Run 1, placement by cell class:
Fill, decap, tap and diode cells in grey.
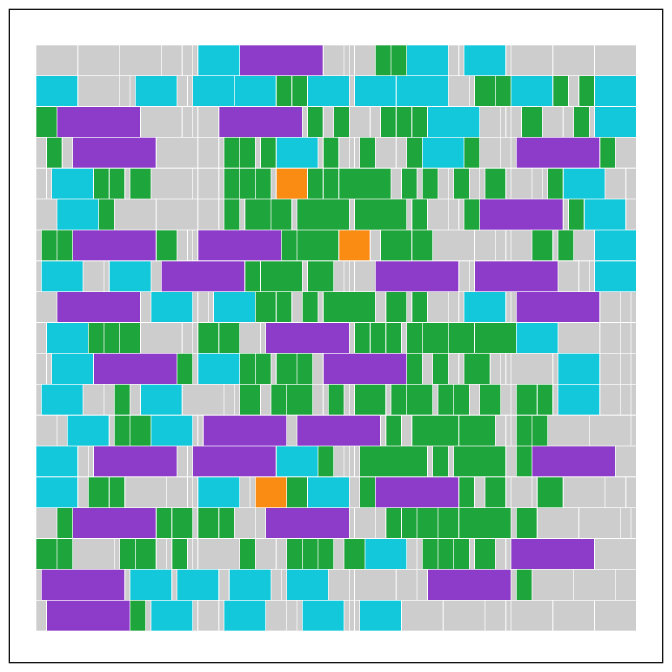
Run 1, clock wiring as the flow saved it:
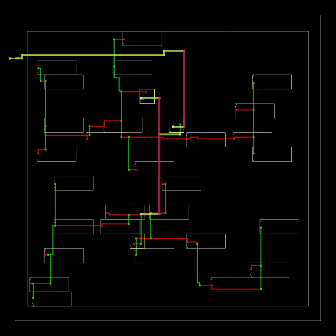
Run 1, signal metal coverage by tile:
Bar = 20 um. The die is cut into 11 by 11 equal tiles; dark blue is low, red is high, scaled to the fullest tile. Values are wire area over tile area, all layers added.
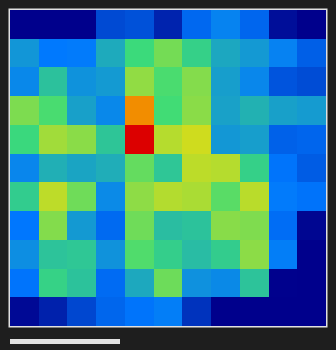
Run 1, metal 3:
Bar = 20 um.
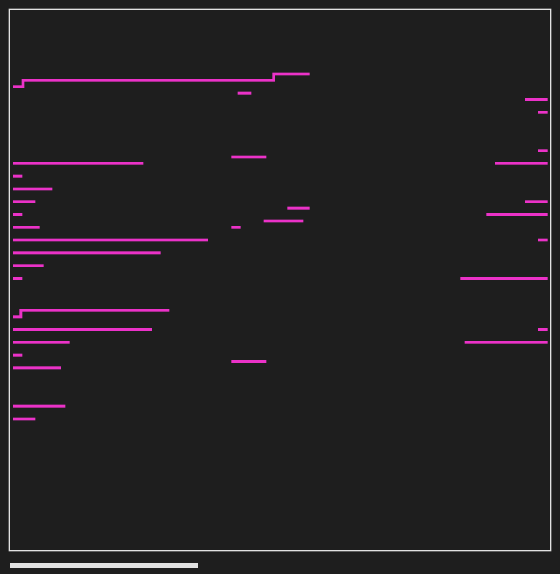
[src/rtl/adc_fifo_drain_scheduler.sv]
// Round-robin drain of per-channel ADC sample FIFOs onto a channel-tagged valid/ready stream.
// Optional ADC_SCHED_TIMESTAMP_EN adds m_timestamp, a free-running count sampled in the READ cycle.
module adc_fifo_drain_scheduler #(
    parameter int NUM_CHANNELS    = 4,
    parameter int DATA_WIDTH      = 12,
    parameter int BURST_LEN       = 8,
    parameter int FIFO_RD_LATENCY = 1
) (
    input  logic                            clk,
    input  logic                            rst,
    input  logic                            enable,
    input  logic [NUM_CHANNELS-1:0]         ch_mask,
    output logic [$clog2(NUM_CHANNELS)-1:0] fifo_addr,
    output logic [NUM_CHANNELS-1:0]         fifo_rd_en,
    input  logic                            fifo_not_empty,
    input  logic                            fifo_full,
    input  logic [DATA_WIDTH-1:0]           fifo_dout,
    output logic [DATA_WIDTH-1:0]           m_data,
    output logic [$clog2(NUM_CHANNELS)-1:0] m_chan,
    output logic                            m_valid,
    input  logic                            m_ready,
`ifdef ADC_SCHED_TIMESTAMP_EN
    output logic [31:0]                     m_timestamp,
`endif
    output logic [NUM_CHANNELS-1:0]         overflow,
    input  logic [NUM_CHANNELS-1:0]         overflow_clr,
    output logic                            busy
);
    localparam int CH_W   = $clog2(NUM_CHANNELS);
    localparam int BC_W   = $clog2(BURST_LEN + 1);
    localparam int WAIT_W = (FIFO_RD_LATENCY > 1) ? $clog2(FIFO_RD_LATENCY) : 1;
    localparam logic [CH_W-1:0]   LAST_CH   = CH_W'(NUM_CHANNELS - 1);
    localparam logic [BC_W-1:0]   BURST_MAX = BC_W'(BURST_LEN);
    localparam logic [WAIT_W-1:0] WAIT_LAST = WAIT_W'(FIFO_RD_LATENCY - 1);

    typedef enum logic [2:0] {
        S_SELECT,
        S_CHECK,
        S_READ,
        S_WAIT,
        S_OUTPUT
    } state_t;

    state_t                  state_reg, state_next;
    logic [CH_W-1:0]         ptr_reg, ptr_next;
    logic [BC_W-1:0]         burst_cnt_reg, burst_cnt_next;
    logic [WAIT_W-1:0]       wait_cnt_reg, wait_cnt_next;
    logic [DATA_WIDTH-1:0]   m_data_reg, m_data_next;
    logic [CH_W-1:0]         m_chan_reg, m_chan_next;
    logic                    m_valid_reg, m_valid_next;
    logic [NUM_CHANNELS-1:0] overflow_reg;
    logic [NUM_CHANNELS-1:0] overflow_set;
    logic [CH_W-1:0]         ptr_inc;
    logic [BC_W-1:0]         burst_inc;

    // Explicit wrap so non-power-of-two channel counts never alias through bit overflow.
    assign ptr_inc   = (ptr_reg == LAST_CH) ? '0 : ptr_reg + 1'b1;
    assign burst_inc = burst_cnt_reg + 1'b1;

    always_comb begin
        state_next     = state_reg;
        ptr_next       = ptr_reg;
        burst_cnt_next = burst_cnt_reg;
        wait_cnt_next  = wait_cnt_reg;
        m_data_next    = m_data_reg;
        m_chan_next    = m_chan_reg;
        m_valid_next   = m_valid_reg;
        case (state_reg)
            S_SELECT: state_next = S_CHECK;
            S_CHECK: begin
                if (enable && ch_mask[ptr_reg] && fifo_not_empty) begin
                    state_next = S_READ;
                end else begin
                    ptr_next       = ptr_inc;
                    burst_cnt_next = '0;
                    state_next     = S_SELECT;
                end
            end
            S_READ: begin
                wait_cnt_next = '0;
                state_next    = S_WAIT;
            end
            S_WAIT: begin
                if (wait_cnt_reg == WAIT_LAST) begin
                    m_data_next  = fifo_dout;
                    m_chan_next  = ptr_reg;
                    m_valid_next = 1'b1;
                    state_next   = S_OUTPUT;
                end else begin
                    wait_cnt_next = wait_cnt_reg + 1'b1;
                end
            end
            S_OUTPUT: begin
                // m_valid is always high here, so m_ready alone completes the handshake.
                if (m_ready) begin
                    m_valid_next   = 1'b0;
                    burst_cnt_next = burst_inc;
                    if (burst_inc < BURST_MAX && enable && ch_mask[ptr_reg]) begin
                        state_next = S_CHECK;
                    end else begin
                        ptr_next       = ptr_inc;
                        burst_cnt_next = '0;
                        state_next     = S_SELECT;
                    end
                end
            end
            default: state_next = S_SELECT;
        endcase
    end

    generate
        for (genvar gi = 0; gi < NUM_CHANNELS; gi++) begin : g_ch
            assign fifo_rd_en[gi]   = (state_reg == S_READ) && (ptr_reg == CH_W'(gi));
            assign overflow_set[gi] = (state_reg != S_SELECT) && fifo_full && (ptr_reg == CH_W'(gi));
        end
    endgenerate

    always_ff @(posedge clk) begin
        if (rst) begin
            state_reg     <= S_SELECT;
            ptr_reg       <= '0;
            burst_cnt_reg <= '0;
            wait_cnt_reg  <= '0;
            m_data_reg    <= '0;
            m_chan_reg    <= '0;
            m_valid_reg   <= 1'b0;
            overflow_reg  <= '0;
        end else begin
            state_reg     <= state_next;
            ptr_reg       <= ptr_next;
            burst_cnt_reg <= burst_cnt_next;
            wait_cnt_reg  <= wait_cnt_next;
            m_data_reg    <= m_data_next;
            m_chan_reg    <= m_chan_next;
            m_valid_reg   <= m_valid_next;
            // Set is applied after clear so a coincident set wins.
            overflow_reg  <= (overflow_reg & ~overflow_clr) | overflow_set;
        end
    end

`ifdef ADC_SCHED_TIMESTAMP_EN
    logic [31:0] ts_cnt_reg;
    logic [31:0] ts_sample_reg;
    logic [31:0] m_timestamp_reg;

    always_ff @(posedge clk) begin
        if (rst) begin
            ts_cnt_reg      <= '0;
            ts_sample_reg   <= '0;
            m_timestamp_reg <= '0;
        end else begin
            ts_cnt_reg <= ts_cnt_reg + 32'd1;
            if (state_reg == S_READ) begin
                ts_sample_reg <= ts_cnt_reg;
            end
            if (state_reg == S_WAIT && wait_cnt_reg == WAIT_LAST) begin
                m_timestamp_reg <= ts_sample_reg;
            end
        end
    end

    assign m_timestamp = m_timestamp_reg;
`endif

    // The FIFO mux select follows ptr, which only moves on entry to SELECT.
    assign fifo_addr = ptr_reg;
    assign m_data    = m_data_reg;
    assign m_chan    = m_chan_reg;
    assign m_valid   = m_valid_reg;
    assign overflow  = overflow_reg;
    assign busy      = (state_reg != S_SELECT) && (state_reg != S_CHECK);

endmodule

[config.mk]
export PLATFORM = sky130hd
export DESIGN_NAME = adc_fifo_drain_scheduler
export DESIGN_NICKNAME = d
export VERILOG_FILES = /design/src/rtl/adc_fifo_drain_scheduler.sv
export SDC_FILE = /design/constraint.sdc
export NUM_CORES = 1
export LEC_CHECK = 0
export ABC_AREA = 1
export CORE_MARGIN = 2
export CORE_UTILIZATION = 45
export CTS_CLUSTER_DIAMETER = 150
export DETAILED_ROUTE_END_ITERATION = 8
export PLACE_DENSITY_LB_ADDON = 0.2
export SLEW_MARGIN = 20
export SYNTH_ARGS = -nofsm -noshare
export SYNTH_HDL_FRONTEND = slang
export SYNTH_SLANG_ARGS = --single-unit
[constraint.sdc]
create_clock -name clk -period 2.84 [get_ports clk]
set_clock_uncertainty 0.15 [all_clocks]
set_input_delay 0.568 -clock clk [delete_from_list [all_inputs] [get_ports clk]]
set_output_delay 0.568 -clock clk [all_outputs]
set_load 0.05 [all_outputs]
==> results.sh, run 1 <==
# yosys + openroad results
export IMPL_synth_cellmix_adderShare_pct=4.86
export IMPL_drt_pre_antenna_iters=4
export IMPL_number_of_sinks_on_the_clock_net=28
export IMPL_n_clock_buffer=3
export IMPL_timing_setup_critical_path_class="flip-flop to output port"
export IMPL_post_route_cells_drive_above_1_share_pct=9.25
export IMPL_port_buffers=51
export IMPL_worstPathRequired_ns=2.12
export IMPL_clock_tree_from_tritoncts="built"
export IMPL_run_status="finished clean"
export IMPL_nNonClkBuffers=51
export IMPL_cap_violations=0
export IMPL_detail_route_vias_per_cell=4.84
export IMPL_final_instance_count_excl_fill=258
export IMPL_synth_chip_area_um2=1290
export IMPL_ctsResizeCount=0
export IMPL_die_height_um=57.5
export IMPL_hold_path_class="flip-flop to flip-flop"
export IMPL_critPathTopFamily="buffers and inverters"
export IMPL_fin_total_pwr_uw=745
export IMPL_rsz0062_at_grt="no"
export IMPL_non_clock_inverter_count=26
export IMPL_grt_first_pass_wirelength_um=5090
export IMPL_comb_cell_share_pct=33.0
export IMPL_floorplan_nets=208
export IMPL_crit_path_cell_trace="ha_1, inv_1, nor2_1, clkdlybuf4s50_1"
export IMPL_floorplan_initialDensity_pct=47.0
export IMPL_worstSetupEndpoint="fifo_rd_en[3]"
export IMPL_area_delta_synth_final_pct=43.4
export IMPL_yosys_register_bits=28
export IMPL_timing_final_ws_setup_ns=0.120
export IMPL_antenna_violations_before_repair=0
export IMPL_clkSlewWorstSetupHoldPaths_ns=0.14
export IMPL_drt_antenna_violating_nets=0
export IMPL_cp_data_arrival_time_ns=2.00
export IMPL_pwr_density_nw_per_um2=404
export IMPL_crit_path_time_final_ns=2.72
export IMPL_pin_count=52
export IMPL_worstHoldEndpoint="overflow[1]"
export IMPL_worst_setup_path_start_kind="flip-flop"
export IMPL_clockNetworkAreaShare_pct=1.22
export IMPL_gp_congestion=0.832
export IMPL_met2_wirelength_um=1470
export IMPL_utilization_pct=67.5
export IMPL_worst_path_max_delay_cell="sky130_fd_sc_hd__clkdlybuf4s50_1"
export IMPL_synth_simple_gate_area_share_pct=30.2
export IMPL_area_dominant_class="multi-input combinational cells"
export IMPL_globalRouteTotalUtil_pct=19.5
export IMPL_post_cts_setup_bufs=0
export IMPL_yosys_warnings=0
export IMPL_die_width_um=57.5
export IMPL_dp_cells=255
export IMPL_r2r_start="state_reg[0]"
export IMPL_synthesized_area_fraction_occupied_by_xor_and_xnor_cells_pct=0
export IMPL_stage_log_warnings=29
export IMPL_non_clock_buffer_area_share_pct=28.0
export IMPL_setup_tns_ns=0
export IMPL_grt_met1_usage_pct=21.8
export IMPL_final_nets=260
export IMPL_number_of_global_route_vias_before_repair=1240
export IMPL_timing_critical_path_slowest_cell_delay_ns=0.80
export IMPL_setup_viol=0
export IMPL_nMultiInputCombCells=119
export IMPL_grt_most_used_layer="met2"
export IMPL_routed_top_layer="met4"
Notes on 'placement by cell class' above:
[green] remaining logic cells | cells: 145 | share of their area: 39%
[orange] clock-net drivers | cells: 3 | share of their area: 1.2%
[purple] sequential cells | cells: 28 | share of their area: 31%
[cyan] remaining buffers and delay cells | cells: 51 | share of their area: 29%
Final Instance Area: 1840 um2
sequential portion of the cell area: 30.4%
area of the core region: 2730 um2

Notes on 'clock wiring as the flow saved it' above:
Worst-Skew Late Latency: 0.32 ns
P_clk: 160 uW

Notes on 'signal metal coverage by tile' above:
fullest tile: 0.42
nearly empty tiles: 11%
mean over tiles: 0.15
tiles over half the peak: 26%
emptiest ninth of the die: lower right
densest ninth of the die: centre
total number of vias: 1,249
total routed wirelength: 3010 um
Routed WL per cell: 11.7 um

Notes on 'metal 3' above:
longest straight run: 26.7 um
nets with wire on the layer: 30
wire length on this layer: 197 um
met3 demand-to-capacity share in global routing: 6.12%

## run 1: placed cells by master, fill, tap and decap left out
master	count
sky130_fd_sc_hd__nand2_2	5
sky130_fd_sc_hd__inv_2	5
sky130_fd_sc_hd__a211oi_1	1
sky130_fd_sc_hd__o21ai_1	3
sky130_fd_sc_hd__nor3_4	1
sky130_fd_sc_hd__nand2_1	27
sky130_fd_sc_hd__nand3_1	3
sky130_fd_sc_hd__nor2_2	1
sky130_fd_sc_hd__clkdlybuf4s50_1	49
sky130_fd_sc_hd__nand2_4	1
sky130_fd_sc_hd__nor2_1	39
sky130_fd_sc_hd__dfxtp_1	28
sky130_fd_sc_hd__o21ai_2	1
sky130_fd_sc_hd__clkbuf_4	3
sky130_fd_sc_hd__inv_1	21
sky130_fd_sc_hd__a21boi_0	1
sky130_fd_sc_hd__ha_1	5
sky130_fd_sc_hd__o21ai_0	14
sky130_fd_sc_hd__nand4_2	1
sky130_fd_sc_hd__nand3_2	3
sky130_fd_sc_hd__nor3_1	1
sky130_fd_sc_hd__nand4_1	2
sky130_fd_sc_hd__dlymetal6s2s_1	2
sky130_fd_sc_hd__a21oi_1	10
## run 1: cell usage after synthesis (all sizes together)
library cell,number,area share (%)
nor2,40,12
nand2,33,11
dfxtp,28,44
inv,26,7.6
o21ai,18,7.3
a21oi,10,3.9
nand3,6,3.5
ha,5,4.9
buf,3,1.2
nand4,3,1.9
nor3,2,1.7
a211oi,1,0.58
a21boi,1,0.58
clkbuf,1,0.29
## run 1: power by group
group / internal, mW / leakage (nW) / total (mW) / switching [mW]
combinational: 0.0723 / 0.600 / 0.168 / 0.0955
sequential: 0.405 / 0.227 / 0.418 / 0.0122
clock: 0.0498 / 0.0138 / 0.160 / 0.110
total: 0.528 / 0.841 / 0.745 / 0.218
Run 1, met1 routing:
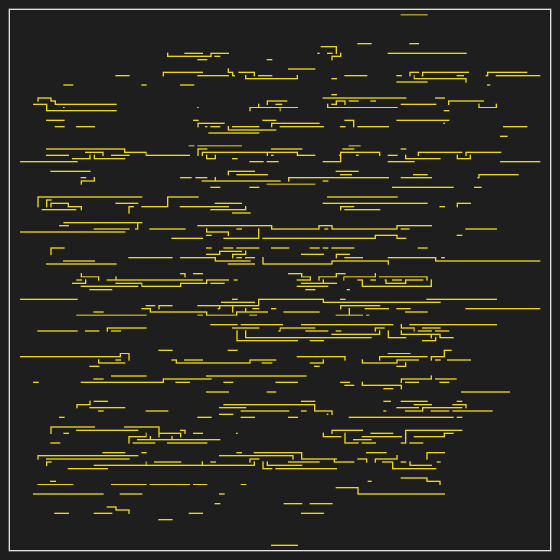

==> inputs of run 2 (changes only) <==
--- a/config.mk
+++ b/config.mk
@@ -7,7 +7,7 @@
 export LEC_CHECK = 0
 export ABC_AREA = 1
 export CORE_MARGIN = 2
-export CORE_UTILIZATION = 45
+export CORE_UTILIZATION = 38
 export CTS_CLUSTER_DIAMETER = 150
 export DETAILED_ROUTE_END_ITERATION = 8
 export PLACE_DENSITY_LB_ADDON = 0.2
==> constraint.sdc (replaced) <==
create_clock -name clk -period 2.5 [get_ports clk]
set_clock_uncertainty 0.15 [all_clocks]
set_input_delay 0.5 -clock clk [delete_from_list [all_inputs] [get_ports clk]]
set_output_delay 0.5 -clock clk [all_outputs]
set_load 0.05 [all_outputs]
Run 2, met1 routing:
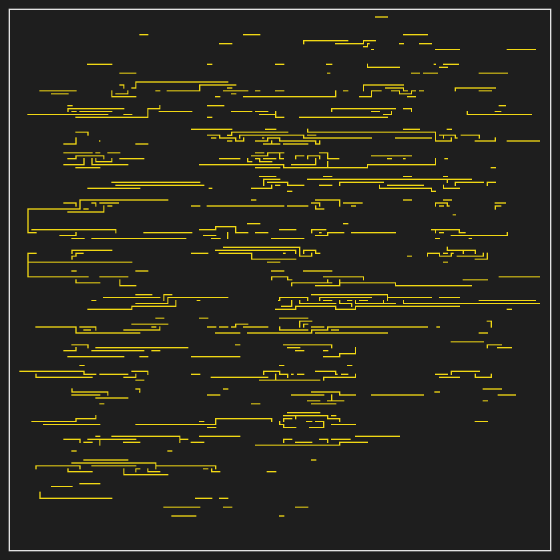
nets with wire on the layer: 226
longest straight run: 18.9 um
main direction: horizontal
wire length on this layer: 1,270 um
share of all routed wire: 46%
total number of vias: 1,209
met1 usage in global routing: 17.4%
total routed wirelength: 2730 um

==> run 2 against run 1 <==
Effect of this change: wire length decreased by 9.1%; via count down 3.2%; power grew 13%; die area is 17% higher; final area increased by 1.0%; final cell count increased by 6.6%; combinational power grew 12%; synthesized cell count unchanged; critical path type unchanged; setup slack improved by 0.022 ns; hold slack improved by 0.0010 ns; largest cell class unchanged.
==> results.sh, run 2 <==
# yosys + openroad results
export IMPL_grt_most_used_layer="met2"
export IMPL_cts_path_max_buffers=2
export IMPL_worstSetupEndpoint="busy"
export IMPL_coreArea_um2=3280
export IMPL_globalRouteMet2Util_pct=26.0
export IMPL_grt_first_pass_wirelength_um=4730
export IMPL_gp_congestion=0.791
export IMPL_unique_cell_type_count_in_the_yosys_netlist=23
export IMPL_worst_flop_to_flop_path_endpoint="fifo_addr[1]"
export IMPL_yosys_area_top_type_share_pct=43.6
export IMPL_timing_setup_critical_path_class="flip-flop to output port"
export IMPL_synth_async_sr_flop_share_pct=0
export IMPL_stage_log_warnings=29
export IMPL_crit_path_time_final_ns=2.36
export IMPL_most_common_cell_in_the_synthesized_netlist="sky130_fd_sc_hd__nor2_1"
export IMPL_grt_met3_usage_pct=3.44
export IMPL_met3RoutedLength_um=185
export IMPL_internal_power_uw=600
export IMPL_worstPathRequired_ns=1.85
export IMPL_worst_setup_path_start_kind="flip-flop"
export IMPL_hpwl_um=2090
export IMPL_timing_critical_path_slowest_cell_delay_ns=0.80
export IMPL_detail_route_vias_per_cell=4.40
export IMPL_yosys_top_cells_count="sky130_fd_sc_hd__nor2_1, sky130_fd_sc_hd__dfxtp_1, sky130_fd_sc_hd__nand2_1, sky130_fd_sc_hd__inv_1, sky130_fd_sc_hd__o21ai_0"
export IMPL_worst_path_max_delay_cell="sky130_fd_sc_hd__clkdlybuf4s50_1"
export IMPL_met2_wirelength_um=1250
export IMPL_power_clock_fraction_pct=21.6
export IMPL_sw_frac_of_total_pct=29.0
export IMPL_floorplan_nets=208
export IMPL_worstHoldEndpoint="overflow[3]"
export IMPL_clkSlewWorstSetupHoldPaths_ns=0.14
export IMPL_run_status="finished clean"
export IMPL_critical_path_buffer_and_inverter_count=2
export IMPL_post_route_cells_drive_above_1_share_pct=11.8
export IMPL_post_synth_main_area_contributors="sky130_fd_sc_hd__dfxtp_1, sky130_fd_sc_hd__nor2_1, sky130_fd_sc_hd__nand2_1"
export IMPL_floorplan_initialDensity_pct=39.2
export IMPL_port_buffers=51
export IMPL_antenna_violations_before_repair=0
export IMPL_pwr_density_nw_per_um2=453
export IMPL_timing_critical_path_fanout_max=4
export IMPL_post_cts_setup_bufs=0
export IMPL_holdCritStartpoint="overflow[3]"
export IMPL_min_period_over_period_pct=94.3
export IMPL_rsz0062_at_grt="no"
export IMPL_setup_tns_ns=0
export IMPL_hold_path_stages=2
export IMPL_slew_violations=0
export IMPL_drt_antenna_violating_nets=0
export IMPL_yosys_register_bits=28
export IMPL_globalRouteTotalUtil_pct=14.7
export IMPL_fin_total_pwr_uw=845
export IMPL_die_height_um=62.2
export IMPL_number_of_buffers_added_by_the_clock_tree_synthesis_step=3
export IMPL_pin_count=52
export IMPL_final_layout_top_logic_cell="sky130_fd_sc_hd__clkdlybuf4s50_1"
export IMPL_yosys_warnings=0
export IMPL_highest_count_cells_in_the_layout_ignoring_fill_and_taps="sky130_fd_sc_hd__clkdlybuf4s50_1, sky130_fd_sc_hd__nor2_1, sky130_fd_sc_hd__dfxtp_1"
export IMPL_insertion_delay_ns=0.32
export IMPL_hold_path_class="flip-flop to flip-flop"
export IMPL_ctsResizeCount=0
export IMPL_setup_viol=0
export IMPL_worst_setup_path_startpoint="state_reg[2]"
export IMPL_wl_met1_um=1270
export IMPL_synth_chip_area_um2=1290
export IMPL_wl_per_cell_um=9.94
export IMPL_power_sequential_fraction_pct=56.1
export IMPL_synth_cellmix_adderShare_pct=4.86
export IMPL_edff_count_synth=0
export IMPL_cp_data_arrival_time_ns=1.71
export IMPL_area_delta_synth_final_pct=44.8
export IMPL_final_nets=262
export IMPL_cap_violations=0
export IMPL_crit_path_cell_trace="inv_2, nand2_2, clkdlybuf4s50_1"
export IMPL_critPathTopFamily="buffers and inverters"
export IMPL_net_switching_power_uw=245
export IMPL_number_of_sinks_on_the_clock_net=28
export IMPL_crit_path_end_kind="output port"
export IMPL_syn_avg_cell_area_um2=7.27
export IMPL_number_of_global_route_vias_before_repair=1129
export IMPL_combinationalPowerShare_pct=22.3
export IMPL_synth_top_flop_cell="sky130_fd_sc_hd__dfxtp_1"
export IMPL_max_vdd_ir_drop_mv=0.195
export IMPL_die_area_um2=3870
export IMPL_drt_pre_antenna_iters=4
export IMPL_synthesized_area_fraction_occupied_by_xor_and_xnor_cells_pct=0
export IMPL_finalHoldViolCount=0
export IMPL_synth_simple_gate_area_share_pct=30.2
export IMPL_fraction_of_the_yosys_area_taken_by_sequential_cells_pct=43.6
export IMPL_r2r_start="fifo_addr[0]"
export IMPL_clock_tree_from_tritoncts="built"
export IMPL_routed_top_layer="met4"
export IMPL_yosysTopAreaCell="sky130_fd_sc_hd__dfxtp_1"
export IMPL_die_width_um=62.2
==> run 2: worst register-to-register path, cell delays in order, from the launching register on <==
cell                      delay (ns)
sky130_fd_sc_hd__dfxtp_1        0.48
sky130_fd_sc_hd__inv_2          0.12
sky130_fd_sc_hd__nand2_1        0.09
sky130_fd_sc_hd__nand3_2        0.06
sky130_fd_sc_hd__nand2_2        0.11
sky130_fd_sc_hd__nand4_1        0.11
sky130_fd_sc_hd__nand2_1        0.08
sky130_fd_sc_hd__inv_1          0.04
sky130_fd_sc_hd__nand2_2        0.07
sky130_fd_sc_hd__nand2_1        0.05
sky130_fd_sc_hd__nand2_1        0.06
sky130_fd_sc_hd__nor2_1         0.04
==> run 2: power by group through the flow <==
stage | registers (mW) | clock network (mW) | logic (mW)
2_1_floorplan | 0.514 | 0 | 0.0825
3_3_place_gp | 0.484 | 0 | 0.190
3_5_place_dp | 0.484 | 0 | 0.190
4_1_cts | 0.474 | 0.191 | 0.191
5_1_grt | 0.477 | 0.210 | 0.208
6_report | 0.474 | 0.182 | 0.188
==> run 2: cell type report <==
| class | instances | area, um2 |
|---|---|---|
| fillers | 324 | 1420 |
| multi-input cells | 119 | 609 |
| flip-flops and latches | 28 | 561 |
| repair buffers | 53 | 515 |
| inverters | 26 | 97.6 |
| well taps | 46 | 57.6 |
| clock buffers | 3 | 22.5 |
==> run 2: per-stage QoR <==
stage	hold WS [ns]	std cells	utilization (%)	worst slack, ns	cell area (um2)
after global routing	0.353	275	56.7	0.0670	1860
after detailed placement	0.304	272	56.0	0.503	1840
after floorplan	0.288	177	-	0.151	1290
final	0.322	275	56.7	0.142	1860
after CTS	0.325	275	56.7	0.123	1860
after global placement	0.301	272	56.0	0.525	1840
Power is estimated from default activity; no workload was simulated.
